Cell area per tile:
The bar under the picture is 20 um long. 10 x 10 tiles, from dark blue (low) to red (high), 0 to 100% covered.
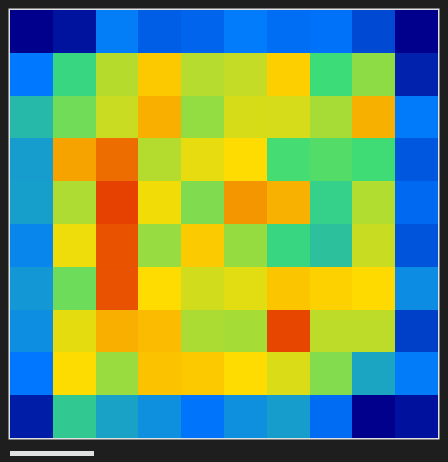
Sizing map:
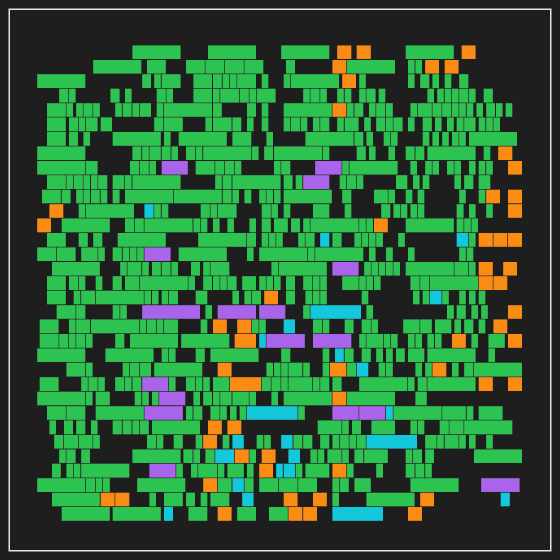
Track usage over the die:
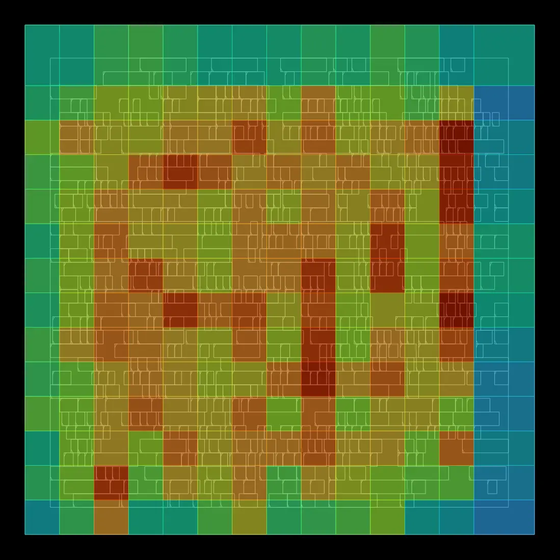
<file path="src/rtl/branch_pc_sequencer.sv">
// Fetch-side bundle PC controller: sequential advance, branch redirects, wrong-path squash pulse.
// All outputs are registered; redirects seen during stall are held and applied on release.
module branch_pc_sequencer #(
   parameter int unsigned BUNDLE_BYTES  = 16,
   parameter logic [31:0] RESET_PC      = 32'h0000_0000,
   parameter int unsigned SQUASH_CYCLES = 1
) (
   input  logic        clk,
   input  logic        rst,
   input  logic        start,
   input  logic        halt,
   input  logic        stall,
   input  logic        branch_taken,
   input  logic [31:0] new_pc,
   output logic [31:0] fetch_pc,
   output logic        fetch_valid,
   output logic        branch_squash,
   output logic        redirect_pending,
   output logic        misaligned_err,
   output logic [1:0]  state
);

   typedef enum logic [1:0] {
      IDLE   = 2'd0,
      RUN    = 2'd1,
      SQUASH = 2'd2,
      HALTED = 2'd3
   } state_e;

   localparam logic [2:0]  SQ_INIT = 3'(SQUASH_CYCLES);
   localparam logic [31:0] PC_INC  = 32'(BUNDLE_BYTES);

   state_e      state_q, state_d;
   logic [31:0] pc_q, pc_d;
   logic [31:0] pend_pc_q, pend_pc_d;
   logic        pend_q, pend_d;
   logic        squash_q, squash_d;
   logic        valid_q, valid_d;
   logic        err_q, err_d;
   logic [2:0]  cnt_q, cnt_d;
   logic [31:0] tgt;

   always_comb begin
      state_d   = state_q;
      pc_d      = pc_q;
      pend_pc_d = pend_pc_q;
      pend_d    = pend_q;
      squash_d  = squash_q;
      err_d     = err_q;
      cnt_d     = cnt_q;
      tgt       = branch_taken ? new_pc : pend_pc_q;

      case (state_q)
         IDLE: begin
            if (start) state_d = RUN;
         end
         HALTED: begin
            if (start && !halt) state_d = RUN;
         end
         default: begin
            if (halt) begin
               // Halt beats everything; an aligned live target is still latched as the resume PC.
               state_d  = HALTED;
               squash_d = 1'b0;
               cnt_d    = 3'd0;
               pend_d   = 1'b0;
               if (branch_taken) begin
                  if (new_pc[1:0] == 2'b00) pc_d = new_pc;
                  else                      err_d = 1'b1;
               end
            end else if (stall) begin
               if (branch_taken) begin
                  pend_d    = 1'b1;
                  pend_pc_d = new_pc;
               end
            end else begin
               pend_d = 1'b0;
               if (branch_taken || pend_q) begin
                  if (tgt[1:0] == 2'b00) begin
                     pc_d     = tgt;
                     state_d  = SQUASH;
                     cnt_d    = SQ_INIT;
                     squash_d = 1'b1;
                  end else begin
                     err_d    = 1'b1;
                     state_d  = HALTED;
                     squash_d = 1'b0;
                     cnt_d    = 3'd0;
                  end
               end else begin
                  pc_d = pc_q + PC_INC;
                  if (state_q == SQUASH) begin
                     cnt_d = cnt_q - 3'd1;
                     if (cnt_q == 3'd1) begin
                        squash_d = 1'b0;
                        state_d  = RUN;
                     end
                  end
               end
            end
         end
      endcase

      valid_d = (state_d == RUN) || (state_d == SQUASH);
   end

   always_ff @(posedge clk or negedge rst) begin
      if (!rst) begin
         state_q   <= IDLE;
         pc_q      <= RESET_PC;
         pend_pc_q <= 32'h0;
         pend_q    <= 1'b0;
         squash_q  <= 1'b0;
         valid_q   <= 1'b0;
         err_q     <= 1'b0;
         cnt_q     <= 3'd0;
      end else begin
         state_q   <= state_d;
         pc_q      <= pc_d;
         pend_pc_q <= pend_pc_d;
         pend_q    <= pend_d;
         squash_q  <= squash_d;
         valid_q   <= valid_d;
         err_q     <= err_d;
         cnt_q     <= cnt_d;
      end
   end

   assign fetch_pc         = pc_q;
   assign fetch_valid      = valid_q;
   assign branch_squash    = squash_q;
   assign redirect_pending = pend_q;
   assign misaligned_err   = err_q;
   assign state            = state_q;

endmodule

</file>
<file path="config.mk">
export PLATFORM = sky130hd
export DESIGN_NAME = branch_pc_sequencer
export DESIGN_NICKNAME = d
export VERILOG_FILES = /design/src/rtl/branch_pc_sequencer.sv
export SDC_FILE = /design/constraint.sdc
export NUM_CORES = 1
export LEC_CHECK = 0
export ABC_AREA = 1
export CAP_MARGIN = 20
export CORE_MARGIN = 5
export CORE_UTILIZATION = 53
export CTS_CLUSTER_DIAMETER = 50
export DETAILED_ROUTE_END_ITERATION = 16
export PLACE_DENSITY = 0.76
export SYNTH_ARGS = -nofsm -noshare
export SYNTH_HDL_FRONTEND = slang
export SYNTH_SLANG_ARGS = --single-unit
export TNS_END_PERCENT = 100
</file>
<file path="constraint.sdc">
create_clock -name clk -period 2.2 [get_ports clk]
set_input_delay 0.44 -clock clk [delete_from_list [all_inputs] [get_ports clk]]
set_output_delay 0.44 -clock clk [all_outputs]
set_load 0.1 [all_outputs]
</file>
==> metrics.cfg <==
[placed_design]
portBuffers = 75

[worst_setup_path]
critPathCaptureType = register
crit_fanout = 30
reg2regPathDepth = 6
r2r_end = pend_pc_q[15]

[drt]
ant_nets = 0
detail_route.vias_per_cell = 5.45
met3_length_um = 940
drcViolationCount = 0
dr.pass1.iters = 5
vias = 4460

[synth]
area_leaders = dfrtp_1 (41%), nand2_1 (15%), o21ai_0 (8.7%)
synth.top_cells.by_count = nand2_1 (176), o21ai_0 (78), dfrtp_1 (73), nor2_1 (73), inv_1 (64)
ys_area_um2 = 4470
top_logic_kind = simple AND/OR/NAND/NOR gates
synth_top_cell_by_area = dfrtp_1
synth_top_area_share_pct = 40.9
ys_types = 37
syn_area_um2 = 4470
yosysWarnings = 0
synthCells = 630
ys_dominant_reg_cell = dfrtp_1

[finish]
nNonClkInverters = 67
drive_gt1_share_pct = 13.3
layout_top_cell = nand2_1
combGateArea_um2 = 2240
num-fill-cells = 691
dominant_cells = multi-input combinational cells
final_cell_mix = nand2_1 (176), o21ai_0 (78), nor2_1 (73), dfrtp_1 (69), inv_1 (64)

[status]
outcome = finished clean

[power]
power_density_nw_per_um2 = 1610
comb_power_w = 0.00525
seqPwrFrac_pct = 28.5
finalPower_w = 0.00887

[cts]
cts_resized = 0
ctsHoldBuffers = 0
post_cts_buffers = 0
cts_tree = built

[die]
die_x_um = 102
dieArea_um2 = 10400

[sta]
maxSlewHeadroom_pct = 46.1
worst_pin_slew_ns = 0.808
min_period_ns = 2.11

[global_route]
grt_max_degree = 74

[worst_hold_path]
hold_path.class = in2async

-- 'cell area per tile' (at the start) --
- fullest tile: 93%
- nearly empty tiles: 3.0%
- mean over tiles: 52%
Final Core Density: 67.1%
Core ar.: 8220 um^2
fp util: 54.4%

-- 'sizing map' (at the start) --
- green: _0 and _1 cells (cells 618; most used nand2_1)
- cyan: _2 cells (cells 23; most used nor2_2)
- orange: _3 and _4 cells (cells 55; most used buf_4)
- purple: _6 and larger (cells 17; most used clkbuf_8)
post-route cell area: 5520 um^2
number of non-clock buffers: 94
P&R area growth vs syn: 23.4%
Worst Setup Slack, final: 0.0949 ns

-- 'track usage over the die' (at the start) --
GR Util met1: 38.6%
drt wl/cell: 15.4 um
met2 usage: 38.1%

